===== src/rtl/seg_pkg.sv =====
// -----------------------------------------------------------------------------
// seg_pkg
// Shared definitions for the 8-digit display path: digit geometry, the
// button-loader FSM state encoding and a pointer wrap helper.
// -----------------------------------------------------------------------------
package seg_pkg;

   // Display geometry shared with the display register file
   localparam int unsigned NUM_DIGITS = 8;
   localparam int unsigned ADDR_W     = 3;
   localparam int unsigned DATA_W     = 4;

   // Button loader FSM states
   typedef enum logic [2:0] {
      IDLE     = 3'd0,
      PRESS_DB = 3'd1,
      FIRE     = 3'd2,
      HELD     = 3'd3,
      REL_DB   = 3'd4
   } loader_state_e;

   // Advance a digit pointer, wrapping from the last digit back to 0
   function automatic logic [ADDR_W-1:0] ptr_next(input logic [ADDR_W-1:0] p);
      if (p == ADDR_W'(NUM_DIGITS - 1)) begin
         return '0;
      end
      return p + ADDR_W'(1);
   endfunction

endpackage : seg_pkg


===== src/rtl/sync_2ff.sv =====
// -----------------------------------------------------------------------------
// sync_2ff
// Two-flop synchronizer for a group of asynchronous inputs. Each bit is
// synchronized independently; the group is not guaranteed to be coherent.
//
// Ports
//   clk    : system clock
//   reset  : synchronous, active-high reset (both stages cleared)
//   d_i    : asynchronous input bits
//   q_o    : synchronized output bits (two clk edges of latency)
// -----------------------------------------------------------------------------
module sync_2ff #(
   parameter int unsigned WIDTH = 1
) (
   input  logic             clk,
   input  logic             reset,
   input  logic [WIDTH-1:0] d_i,
   output logic [WIDTH-1:0] q_o
);

   logic [WIDTH-1:0] meta_q;
   logic [WIDTH-1:0] sync_q;

   // Metastability stage followed by the stable output stage
   always_ff @(posedge clk) begin
      if (reset) begin
         meta_q <= '0;
         sync_q <= '0;
      end else begin
         meta_q <= d_i;
         sync_q <= meta_q;
      end
   end

   assign q_o = sync_q;

endmodule : sync_2ff


===== src/rtl/btn_digit_loader.sv =====
// -----------------------------------------------------------------------------
// btn_digit_loader
// Debounces a write push-button and, once per accepted press, issues a
// single-cycle write of a switch-selected digit value into the 8-digit
// display register file. The digit index comes either from the slide
// switches or from an internal auto-incrementing pointer.
//
// Ports
//   clk       : system clock, rising edge
//   reset     : synchronous, active-high reset
//   btn_raw   : asynchronous, bouncing push-button (1 = pressed)
//   sw_num    : asynchronous digit value switches
//   sw_sel    : asynchronous digit index switches
//   auto_inc  : asynchronous mode switch (1 = use internal pointer)
//   ptr_clr   : synchronous pulse, clears the internal pointer
//   wr_en     : single-cycle write strobe
//   wr_addr   : digit index qualified by wr_en
//   wr_data   : digit value qualified by wr_en
//   ptr       : current auto-increment pointer
//   busy      : FSM is not idle
// -----------------------------------------------------------------------------
module btn_digit_loader
   import seg_pkg::*;
#(
   parameter int unsigned DEBOUNCE_CYCLES = 500000
) (
   input  logic              clk,
   input  logic              reset,
   input  logic              btn_raw,
   input  logic [DATA_W-1:0] sw_num,
   input  logic [ADDR_W-1:0] sw_sel,
   input  logic              auto_inc,
   input  logic              ptr_clr,
   output logic              wr_en,
   output logic [ADDR_W-1:0] wr_addr,
   output logic [DATA_W-1:0] wr_data,
   output logic [ADDR_W-1:0] ptr,
   output logic              busy
);

   localparam int unsigned     CNT_W   = $clog2(DEBOUNCE_CYCLES);
   localparam logic [CNT_W-1:0] CNT_MAX = CNT_W'(DEBOUNCE_CYCLES - 1);

   // ---------------------------------------------------------------------
   // Input synchronization, one synchronizer per input group
   // ---------------------------------------------------------------------
   logic              btn_s;
   logic [DATA_W-1:0] num_s;
   logic [ADDR_W-1:0] sel_s;
   logic              auto_s;

   sync_2ff #(.WIDTH(1)) u_sync_btn (
      .clk   (clk),
      .reset (reset),
      .d_i   (btn_raw),
      .q_o   (btn_s)
   );

   sync_2ff #(.WIDTH(DATA_W)) u_sync_num (
      .clk   (clk),
      .reset (reset),
      .d_i   (sw_num),
      .q_o   (num_s)
   );

   sync_2ff #(.WIDTH(ADDR_W)) u_sync_sel (
      .clk   (clk),
      .reset (reset),
      .d_i   (sw_sel),
      .q_o   (sel_s)
   );

   sync_2ff #(.WIDTH(1)) u_sync_auto (
      .clk   (clk),
      .reset (reset),
      .d_i   (auto_inc),
      .q_o   (auto_s)
   );

   // ---------------------------------------------------------------------
   // State
   // ---------------------------------------------------------------------
   loader_state_e     state_q, state_d;
   logic [CNT_W-1:0]  cnt_q,   cnt_d;
   logic              wr_en_q;
   logic [ADDR_W-1:0] wr_addr_q;
   logic [DATA_W-1:0] wr_data_q;
   logic [ADDR_W-1:0] ptr_q;
   logic              busy_q;
   // Mode captured with the write, so the pointer only moves for auto writes
   logic              fire_auto_q;

   // Next-state and debounce counter
   always_comb begin
      state_d = state_q;
      cnt_d   = cnt_q;

      unique case (state_q)
         IDLE: begin
            if (btn_s) state_d = PRESS_DB;
         end
         PRESS_DB: begin
            if (!btn_s)                state_d = IDLE;
            else if (cnt_q == CNT_MAX) state_d = FIRE;
            else                       cnt_d   = cnt_q + CNT_W'(1);
         end
         FIRE: begin
            state_d = HELD;
         end
         HELD: begin
            if (!btn_s) state_d = REL_DB;
         end
         REL_DB: begin
            if (btn_s)                 state_d = HELD;
            else if (cnt_q == CNT_MAX) state_d = IDLE;
            else                       cnt_d   = cnt_q + CNT_W'(1);
         end
         default: begin
            state_d = IDLE;
         end
      endcase

      // Every state change restarts the debounce window
      if (state_d != state_q) cnt_d = '0;
   end

   // FSM state and registered outputs
   always_ff @(posedge clk) begin
      if (reset) begin
         state_q     <= IDLE;
         cnt_q       <= '0;
         wr_en_q     <= 1'b0;
         wr_addr_q   <= '0;
         wr_data_q   <= '0;
         ptr_q       <= '0;
         busy_q      <= 1'b0;
         fire_auto_q <= 1'b0;
      end else begin
         state_q <= state_d;
         cnt_q   <= cnt_d;
         wr_en_q <= (state_d == FIRE);
         busy_q  <= (state_d != IDLE);

         // Capture the write payload on entry to FIRE; held until the next one
         if (state_d == FIRE && state_q != FIRE) begin
            wr_data_q   <= num_s;
            wr_addr_q   <= auto_s ? ptr_q : sel_s;
            fire_auto_q <= auto_s;
         end

         // Clear wins over the post-write increment
         if (ptr_clr) begin
            ptr_q <= '0;
         end else if (state_q == FIRE && fire_auto_q) begin
            ptr_q <= ptr_next(ptr_q);
         end
      end
   end

   assign wr_en   = wr_en_q;
   assign wr_addr = wr_addr_q;
   assign wr_data = wr_data_q;
   assign ptr     = ptr_q;
   assign busy    = busy_q;

endmodule : btn_digit_loader


===== config.mk =====
export PLATFORM = sky130hd
export DESIGN_NAME = btn_digit_loader
export DESIGN_NICKNAME = d
export VERILOG_FILES = /design/src/rtl/seg_pkg.sv /design/src/rtl/sync_2ff.sv /design/src/rtl/btn_digit_loader.sv
export SDC_FILE = /design/constraint.sdc
export NUM_CORES = 1
export LEC_CHECK = 0
export ABC_CLOCK_PERIOD_IN_PS = 4300
export CORE_MARGIN = 2
export CORE_UTILIZATION = 40
export DETAILED_ROUTE_END_ITERATION = 16
export PLACE_DENSITY_LB_ADDON = 0.3
export RECOVER_POWER = 100
export SLEW_MARGIN = 20
export SYNTH_ARGS = -nofsm -noshare
export SYNTH_HDL_FRONTEND = slang
export SYNTH_SLANG_ARGS = --single-unit

===== constraint.sdc =====
create_clock -name clk -period 4.3 [get_ports clk]
set_input_delay 0.645 -clock clk [delete_from_list [all_inputs] [get_ports clk]]
set_output_delay 0.645 -clock clk [all_outputs]
set_load 0.01 [all_outputs]

**Run 1: placement density heat map**

The bar under the picture is 20 um long. 8 x 8 tiles, from dark blue (low) to red (high), 0 to 100% covered.
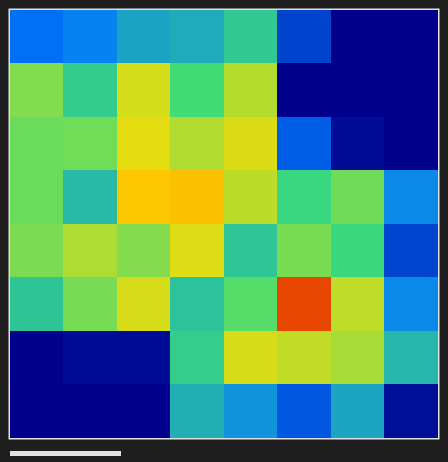
fullest tile: 92%
tiles over 75% full: 4.7%
emptiest ninth of the die: upper right
nearly empty tiles: 16%
mean over tiles: 40%
final core utilization: 0.481
floorplan core area: 5140 um^2

**Run 1: cells by drive strength**

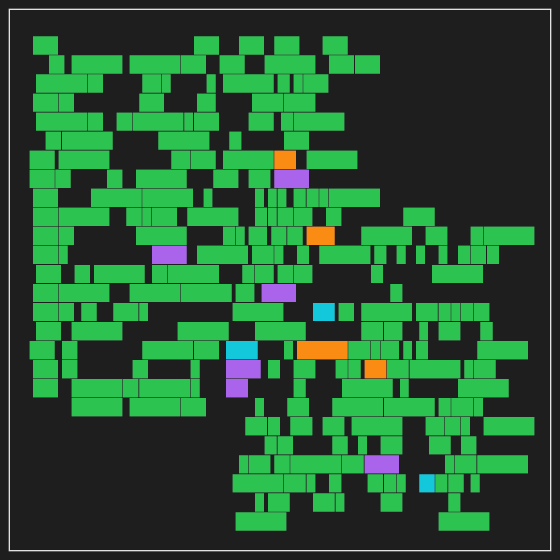
[purple] x6 and larger | cells: 6 | share: 2.5% | most used: clkbuf_8
[cyan] x2 | cells: 3 | share: 1.3%
[green] x1 and smaller | cells: 226 | share: 95% | most used: dfxtp_1
[orange] x3 and x4 | cells: 4 | share: 1.7% | most used: clkinv_4
count of non-CTS buffers in the layout: 24
Syn-to-layout area delta: 15.5%
final std cell area, no fill: 2470 um^2
Worst Slack Setup Final: 1290 ps

**Run 1: wire density map**

The bar under the picture is 20 um long. 15 x 15 tiles, from dark blue (low) to red (high), scaled to the fullest tile. Values are wire area over tile area, all layers added.
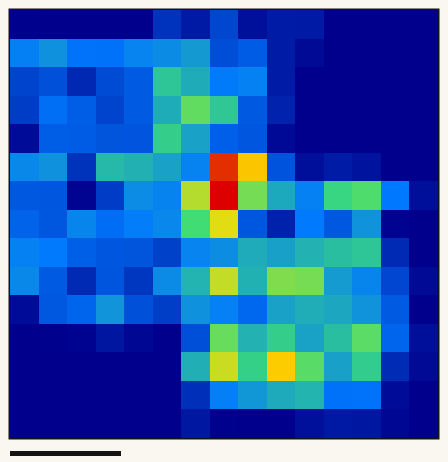
emptiest ninth of the die: upper right
densest ninth of the die: centre
tiles over half the peak: 7.6%
mean over tiles: 0.095
nearly empty tiles: 29%
DRT Wirelength: 3600 um
total global routing track utilization: 0.132
average routed wire per standard cell: 11.6 um
vias post-DR: 1537

==> highlights.md, run 1 <==
- 0.332 GHz — Max Freq
- register — element type at the critical path end
- 4.97 — via density per instance
- 29.9 uW — P_comb
- 220 — cell count after synthesis
- 0 — buffers inserted during post-CTS setup optimization
- done — TritonCTS clock tree
- 1350 ps — R2R Setup Slk
- sky130_fd_sc_hd__clkbuf_8 — root cell of the clock tree
- 23 — number of input and output port buffers inserted
- simple AND/OR/NAND/NOR gates — Top logic family
- input pin — kind of launch point of the worst setup path
- 0 — GRT Residual Overflow
- 332 nW/um^2 — power density over the cells
- 0 — max cap viols
- 0 — Final Hold Violation Tally
- 1346 — number of global-route vias before repair
- 152 um — met3 wirelength from detailed routing
- cnt_q[11] — end point of the critical path
- sequential cells — dominant power group
- 1430 ps — slew of the pin with the lowest slew margin
- 0.429 — flip-flop and latch share of the layout cell area
- 253 — Final nets
- 19 — Largest register FFs
- sky130_fd_sc_hd__dfxtp_1, sky130_fd_sc_hd__xor2_1, sky130_fd_sc_hd__nor2b_1 — cell types occupying the most area after synthesis
- 0.0877 — AND-OR/OR-AND Cells, Area Fraction
- u_sync_num.q_o[1] — Hold Path End
- 0.417 — Initial Util
- 235 — Post-Synthesis Net Count
- 0 — number of hold buffers added after CTS
- 9.73 um^2 — Mean Syn Cell Area
- 2 — WP buf/inv
- sky130_fd_sc_hd__clkbuf_1 — Slowest-stage cell, CP
- 53 — synthesis-stage register bit count
- 77.2 um — die extent in y
- 0.0946 — non-clock buffering overhead in the final layout
- 444 ps — hold slack
- 0.350 — Clk network pwr share
- 0.613 — part of the power in registers
- cnt_q[0] — beginning of the worst register-to-register path
- no — setup repair after global routing missed its margin
- 4470 ps — required time reported for the critical path endpoint
- 310 ps — clock latency on the worst-skew pair
- sky130_fd_sc_hd__dfxtp_1 — largest area contributor in the netlist
- 0 ps — total negative setup slack
- 503 uW — Seq power
- 288 uW — Clock Power
- 0.0175 — synthesized-area fraction occupied by adder cells
- 2140 um^2 — total standard cell area after synthesis
- 0.0514 — Multiplexer share
- 3010 ps — clock period minus final worst setup slack
- 0.000864 uW — Leak
- 1 — cell depth of the worst hold path
- 0.740 — final weighted congestion in routability-driven placement
- 3 — Non-CTS inverters
- 26 — num rows
- 0 — total inserted antenna cells
- 187 uW — total net switching power
- input pin to register — classification of the worst setup path
- 0 — fin. max-slew vios
- finished clean — outcome
- 90 ps — clock input transition at the sequential cells of the worst setup and hold paths
- 2390 um^2 — total placed instance area
- 5 — number of clock buffers inserted by TritonCTS
- 1600 um — wire length on met2
- reset — Critical path origin
- 220 — yosys cell count
- 0 — asr flop ratio synth
- 41 — Distinct lib cells used
- 0.227 — share of total power consumed by net switching
- 6 — depth of the most critical reg-to-reg path
- wr_data[1] — worst reg2reg path endpoint
- 26 — OpenROAD warning count
- 0.496 — proportion of netlist area held by the largest area contributor
- 6 — Levels on crit path
- flip-flops and latches — largest class
- 5 — Clock buffer cells
- 524 — number of fill cells
- 54 — DR iter-0 viols
- 0.0573 — XOR/XNOR Area Share
- 0.0385 — relative area of clock buffers and inverters in the final design
- 0.037 — Logic pwr share
- sky130_fd_sc_hd__dfxtp_1 — most common library cell in the layout ignoring fill and taps
- met4 — highest layer used for signal routing
- 0.198 — grt met2 use
- 983 um^2 — Comb gate area
- 1650 ps — worst-case setup slack after placement
- 1060 um^2 — FF/Latch Area
- 0 — yosys synthesis warning count
- 2 — Max Root-Sink Buffers
- 0.398 — proportion of cell area occupied by multi-input gates
- 0.250 — Simple-Gate Fraction of Synth Area
- 151 — combinational gates
- u_sync_num.meta_q[1] — min-delay src
- 2400 um — estimated wirelength of the detail-placed design
- 36 — peak fanout along the critical path
- 0.496 — Seq share, synth
- 3180 ps — endpoint arrival time on the critical path
- 0 — antenna violations before repair
- 0.701 — period utilisation layout
- 0 — count of cells resized by post-cts repair
- buffers and inverters — Largest delay share family, worst path
- 0 — final count of negative-setup-slack endpoints
- 53 — flip-flops
- 1790 um — DRT met1 WL
- sky130_fd_sc_hd__dfxtp_1, sky130_fd_sc_hd__nor2_1, sky130_fd_sc_hd__nor2b_1, sky130_fd_sc_hd__xor2_1 — top cells by count
- 37 — largest net degree at the start of global routing
- 6290 um — first-pass GRT wire length
- met2 — most crowded layer after global routing
- 77.2 um — Die Width
- 6.05 ps — clock skew after layout
- register to register — Hold/Removal Path Class
- 820 uW — Overall Power
- 4 — number of iterations in the first detailed-routing pass
- dlygate4sd3_1, clkbuf_1, nor4_1, o31ai_1, o31a_1, nor2_1 — CP Cell Sequence
--- run 2 (diff from run 1) ---
ABC_CLOCK_PERIOD_IN_PS = 2710   (was 4300)
clock period = 2.71 ns   (was 4.3 ns; I/O delays follow)
**Run 2: wire density map**

The bar under the picture is 20 um long. 15 x 15 tiles, from dark blue (low) to red (high), scaled to the fullest tile. Values are wire area over tile area, all layers added.
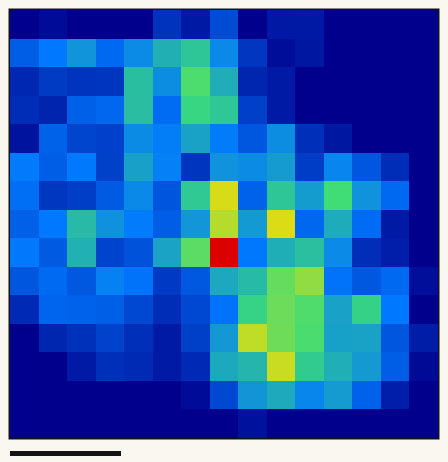
nearly empty tiles: 24%
densest ninth of the die: centre
emptiest ninth of the die: upper right
vias post-DR: 1577
DRT Wirelength: 3730 um
average routed wire per standard cell: 11.9 um
total global routing track utilization: 0.137

**Run 2: cells by drive strength**

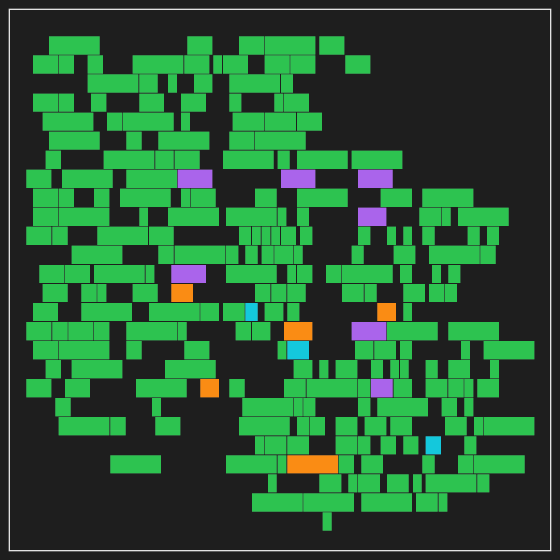
[orange] x3 and x4 | cells: 5 | share: 2.1% | most used: buf_4
[cyan] x2 | cells: 3 | share: 1.2%
[green] x1 and smaller | cells: 227 | share: 94% | most used: dfxtp_1
[purple] x6 and larger | cells: 7 | share: 2.9% | most used: clkbuf_8
final std cell area, no fill: 2490 um^2
Worst Slack Setup Final: 518 ps

==> highlights.md, run 2 <==
- finished clean — outcome
- 520 ps — R2R Setup Slk
- 35 — largest net degree at the start of global routing
- 2140 um^2 — total standard cell area after synthesis
- 1060 um^2 — FF/Latch Area
- 0.456 GHz — Max Freq
- 1 — cell depth of the worst hold path
- 5140 um^2 — floorplan core area
- 220 — cell count after synthesis
- 0.426 — flip-flop and latch share of the layout cell area
- 5.05 — via density per instance
- 27 — count of non-CTS buffers in the layout
- register to register — classification of the worst setup path
- 0.417 — Initial Util
- sky130_fd_sc_hd__clkbuf_8 — root cell of the clock tree
- 220 — yosys cell count
- u_sync_btn.q_o — Hold Path End
- 1680 um — wire length on met2
- 0.212 — grt met2 use
- 9.16 ps — clock skew after layout
- 2 — Max Root-Sink Buffers
- u_sync_btn.meta_q — min-delay src
- 0.809 — period utilisation layout
- 16.2% — Syn-to-layout area delta
- 1320 uW — Overall Power
- sky130_fd_sc_hd__dfxtp_1, sky130_fd_sc_hd__nor2_1, sky130_fd_sc_hd__nor2b_1 — commonest cells after routing, fill and taps aside
- 5 — number of clock buffers inserted by TritonCTS
- 0.0620 — layout cells sized above 1
- 0.393 — proportion of cell area occupied by multi-input gates
- flip-flops and latches — largest class
- 0.602 — part of the power in registers
- 0.747 — final weighted congestion in routability-driven placement
- 0 — total inserted antenna cells
- 26 — num rows
- ha_1, and4_1, nand3_1, o31ai_1, o31a_1, clkbuf_2, nor2_1 — CP Cell Sequence
- 2490 um — estimated wirelength of the detail-placed design
- 532 nW/um^2 — power density over the cells
- sequential cells — dominant power group
- 0 — max cap viols
- 0 ps — total negative setup slack
- 0 — GRT Residual Overflow
- 1518 — number of global-route vias before repair
- sky130_fd_sc_hd__dfxtp_1, sky130_fd_sc_hd__xor2_1, sky130_fd_sc_hd__nor2b_1 — cell types occupying the most area after synthesis
- 0 — asr flop ratio synth
- cnt_q[13] — worst reg2reg path endpoint
- 7 — depth of the most critical reg-to-reg path
- 0.496 — Seq share, synth
- 26 — OpenROAD warning count
- 78 — DR iter-0 viols
- simple AND/OR/NAND/NOR gates — Top logic family
- 0 — buffers inserted during post-CTS setup optimization
- 0.236 — share of total power consumed by net switching
- 0.037 — Logic pwr share
- 0.0514 — Multiplexer share
- 1920 um — DRT met1 WL
- 0.0573 — XOR/XNOR Area Share
- 0 — number of hold buffers added after CTS
- met2 — most crowded layer after global routing
- register — kind of launch point of the worst setup path
- 7 — Levels on crit path
- sky130_fd_sc_hd__dfxtp_1 — Slowest-stage cell, CP
- 0 — antenna violations before repair
- 440 ps — hold slack
- 0 — fin. max-slew vios
- 77.2 um — Die Width
- 977 um^2 — Comb gate area
- met4 — highest layer used for signal routing
- 1 — WP buf/inv
- 0.000881 uW — Leak
- 19 — Largest register FFs
- 1380 ps — slew of the pin with the lowest slew margin
- 2380 ps — endpoint arrival time on the critical path
- 798 uW — Seq power
- 3 — Non-CTS inverters
- 0.496 — proportion of netlist area held by the largest area contributor
- 49.5 uW — P_comb
- done — TritonCTS clock tree
- sky130_fd_sc_hd__dfxtp_1, sky130_fd_sc_hd__nor2_1, sky130_fd_sc_hd__nor2b_1, sky130_fd_sc_hd__xor2_1 — top cells by count
- cnt_q[13] — end point of the critical path
- 0 — Final Hold Violation Tally
- 520 — number of fill cells
- 0.0175 — synthesized-area fraction occupied by adder cells
- 4 — number of iterations in the first detailed-routing pass
- cnt_q[0] — beginning of the worst register-to-register path
- 110 ps — clock input transition at the sequential cells of the worst setup and hold paths
- 23 — number of input and output port buffers inserted
- 0.0877 — AND-OR/OR-AND Cells, Area Fraction
- 2190 ps — clock period minus final worst setup slack
- register — element type at the critical path end
- 0.0392 — relative area of clock buffers and inverters in the final design
- register to register — Hold/Removal Path Class
- 2900 ps — required time reported for the critical path endpoint
- 19 — peak fanout along the critical path
- 0.360 — Clk network pwr share
- 0.484 — final core utilization
- 310 ps — clock latency on the worst-skew pair
- 91 um — met3 wirelength from detailed routing
- 478 uW — Clock Power
- 151 — combinational gates
- 9.73 um^2 — Mean Syn Cell Area
- 41 — Distinct lib cells used
- cnt_q[0] — Critical path origin
- 53 — flip-flops
- 2410 um^2 — total placed instance area
- 256 — Final nets
- 0.102 — non-clock buffering overhead in the final layout
- simple AND/OR/NAND/NOR gates — Largest delay share family, worst path
- 77.2 um — die extent in y
- 0 — final count of negative-setup-slack endpoints
- 637 ps — worst-case setup slack after placement
- 6710 um — first-pass GRT wire length
**Run 2: cells coloured by class**

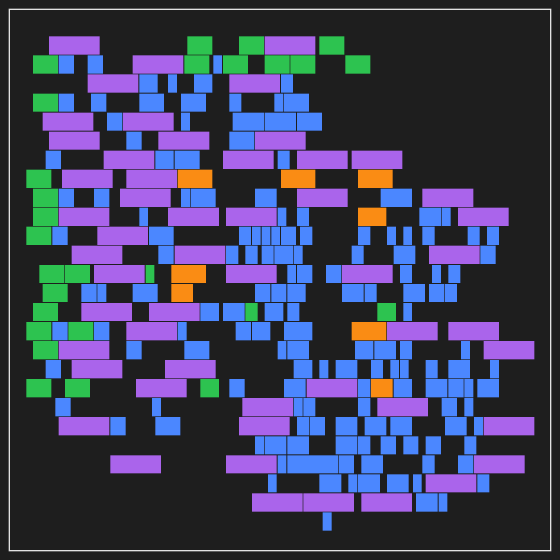

--- run 3 (diff from run 2) ---
ABC_CLOCK_PERIOD_IN_PS = 2300   (was 2710)
clock period = 2.3 ns   (was 2.71 ns; I/O delays follow)
**Run 3: cells coloured by class**

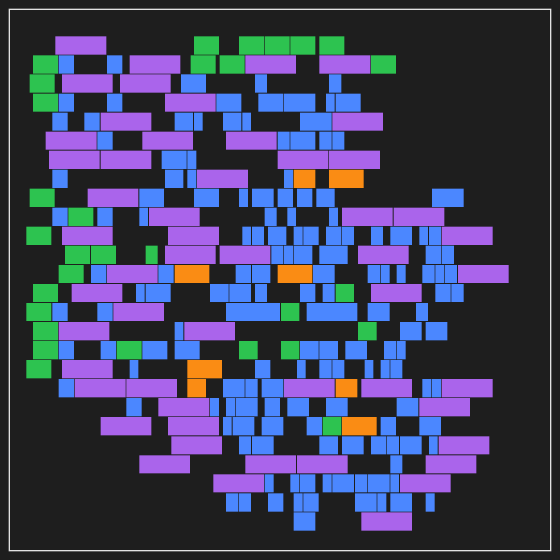
[blue] remaining logic cells | cells: 154
[green] remaining buffers and delay cells | cells: 30
[orange] clock drivers and dummy loads | cells: 8
[purple] registers | cells: 53
num rows: 26
flip-flop and latch share of the layout cell area: 0.420
final core utilization: 0.491
final std cell area, no fill: 2530 um^2

**Run 3: wire density map**

The bar under the picture is 20 um long. 15 x 15 tiles, from dark blue (low) to red (high), scaled to the fullest tile. Values are wire area over tile area, all layers added.
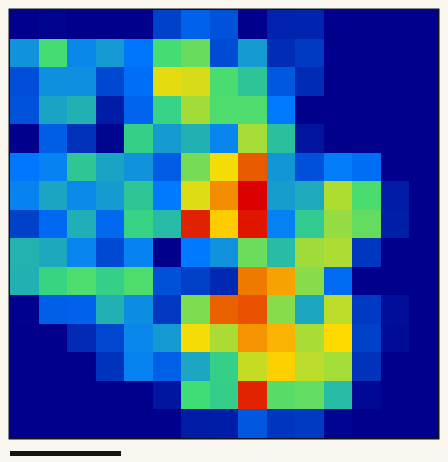
fullest tile: 0.35
mean over tiles: 0.096
densest ninth of the die: centre
tiles over half the peak: 22%
vias post-DR: 1546
total global routing track utilization: 0.137
average routed wire per standard cell: 11.6 um

==> highlights.md, run 3 <==
- 3 — Non-CTS inverters
- 0.250 — Simple-Gate Fraction of Synth Area
- 1060 um^2 — FF/Latch Area
- 235 — Post-Synthesis Net Count
- 1 — WP buf/inv
- 0.417 — Initial Util
- 2470 ps — required time reported for the critical path endpoint
- 1492 — number of global-route vias before repair
- 992 um^2 — Comb gate area
- 0.000894 uW — Leak
- 6630 um — first-pass GRT wire length
- 0.189 — grt met1 use
- 77.2 um — Die Width
- 0.496 — proportion of netlist area held by the largest area contributor
- 632 ps — slew of the pin with the lowest slew margin
- 6.06 ps — clock skew after layout
- finished clean — outcome
- done — TritonCTS clock tree
- 0 — Final Hold Violation Tally
- 5140 um^2 — floorplan core area
- met4 — highest layer used for signal routing
- 280 ps — worst-case setup slack after placement
- 0.0371 — relative area of clock buffers and inverters in the final design
- 0.0514 — Multiplexer share
- 0.614 — part of the power in registers
- register — kind of launch point of the worst setup path
- 0.496 — Seq share, synth
- 23 — number of input and output port buffers inserted
- 0 — total inserted antenna cells
- 4.91 — via density per instance
- 53 — flip-flops
- u_sync_sel.q_o[1] — Hold Path End
- 1580 um — wire length on met2
- 443 ps — hold slack
- 606 nW/um^2 — power density over the cells
- 0 — buffers inserted during post-CTS setup optimization
- 0 — max cap viols
- 0.0573 — XOR/XNOR Area Share
- register — element type at the critical path end
- flip-flops and latches — largest class
- sky130_fd_sc_hd__dfxtp_1, sky130_fd_sc_hd__nor2_1, sky130_fd_sc_hd__nor2b_1 — commonest cells after routing, fill and taps aside
- 100 ps — clock input transition at the sequential cells of the worst setup and hold paths
- 0.0175 — synthesized-area fraction occupied by adder cells
- 0 — GRT Residual Overflow
- 0 — yosys synthesis warning count
- 531 uW — Clock Power
- 0.111 — non-clock buffering overhead in the final layout
- cnt_q — register bank with the most flops
- 0.393 — proportion of cell area occupied by multi-input gates
- u_sync_sel.meta_q[1] — min-delay src
- 7 — depth of the most critical reg-to-reg path
- 410 ps — largest stage delay on the critical path
- 0 — number of hold buffers added after CTS
- 0.0816 — layout cells sized above 1
- cnt_q[0] — beginning of the worst register-to-register path
- wr_data[0] — end point of the critical path
- 60.8 uW — P_comb
- 70 — tapcell count
- 2140 um^2 — total standard cell area after synthesis
- sky130_fd_sc_hd__clkbuf_8 — root cell of the clock tree
- 151 — combinational gates
- 1880 um — DRT met1 WL
- 1 — cell depth of the worst hold path
- 77.2 um — die extent in y
- no — setup repair after global routing missed its margin
- wr_data[0] — worst reg2reg path endpoint
- 0 ps — total negative setup slack
- 1530 uW — Overall Power
- 0 — count of flip-flops with a built-in enable after synthesis
- 220 — cell count after synthesis
- 18.0% — Syn-to-layout area delta
- 0 — count of cells resized by post-cts repair
- ha_1, and4_1, nand3_1, nor4_4, buf_4, mux2i_1, nor2_1 — CP Cell Sequence
- 2 — Max Root-Sink Buffers
- 2060 ps — clock period minus final worst setup slack
- 5 — Clock buffer cells
- 41 — Distinct lib cells used
- sequential cells — dominant power group
- 26 — OpenROAD warning count
- 35 — largest net degree at the start of global routing
- simple AND/OR/NAND/NOR gates — Largest delay share family, worst path
- 2 — maximum level of the CTS H-tree
- 2140 um^2 — Yosys chip area
- 3650 um — DRT Wirelength
- 2430 um^2 — total placed instance area
- 345 uW — total net switching power
- 53 — synthesis-stage register bit count
- met2 — most crowded layer after global routing
- 0 — remaining antenna violation count after routing
- 0 — fin. max-slew vios
- 134 um — met3 wirelength from detailed routing
- 101 — DR iter-0 viols
- 220 — yosys cell count
- 315 — Non-Filler Instances
- simple AND/OR/NAND/NOR gates — Top logic family
- sky130_fd_sc_hd__dfxtp_1 — largest area contributor in the netlist
- 30 — count of non-CTS buffers in the layout
- 310 ps — clock latency on the worst-skew pair
- 259 — Final nets
- 0.225 — share of total power consumed by net switching
- sky130_fd_sc_hd__dfxtp_1 — Slowest-stage cell, CP
- sky130_fd_sc_hd__dfxtp_1, sky130_fd_sc_hd__xor2_1, sky130_fd_sc_hd__nor2b_1 — cell types occupying the most area after synthesis
- sky130_fd_sc_hd__dfxtp_1, sky130_fd_sc_hd__nor2_1, sky130_fd_sc_hd__nor2b_1, sky130_fd_sc_hd__xor2_1 — top cells by count
- 516 — number of fill cells
- 7 — Levels on crit path
- register to register — classification of the worst setup path
- 0.485 GHz — Max Freq
- 2540 um — estimated wirelength of the detail-placed design
- register to register — Hold/Removal Path Class
- 0.756 — final weighted congestion in routability-driven placement
- 0.0877 — AND-OR/OR-AND Cells, Area Fraction
- 0 — antenna violations before repair
- 0 — asr flop ratio synth
- sky130_fd_sc_hd__dfxtp_1 — most common library cell in the layout ignoring fill and taps
- 0 — final count of negative-setup-slack endpoints
- 0 — DRC viols
- 0.202 — grt met2 use
- 11 — peak fanout along the critical path
- 0.897 — period utilisation layout
- 5 — number of iterations in the first detailed-routing pass
- 0.040 — Logic pwr share
- 237 ps — Worst Slack Setup Final
- 2240 ps — endpoint arrival time on the critical path
- 5 — number of clock buffers inserted by TritonCTS
- 940 uW — Seq power
- 19 — Largest register FFs
- cnt_q[0] — Critical path origin
- 0.347 — Clk network pwr share
- 240 ps — R2R Setup Slk
- 9.73 um^2 — Mean Syn Cell Area
Power figures rest on the tool's default switching activity, not on a simulated workload.
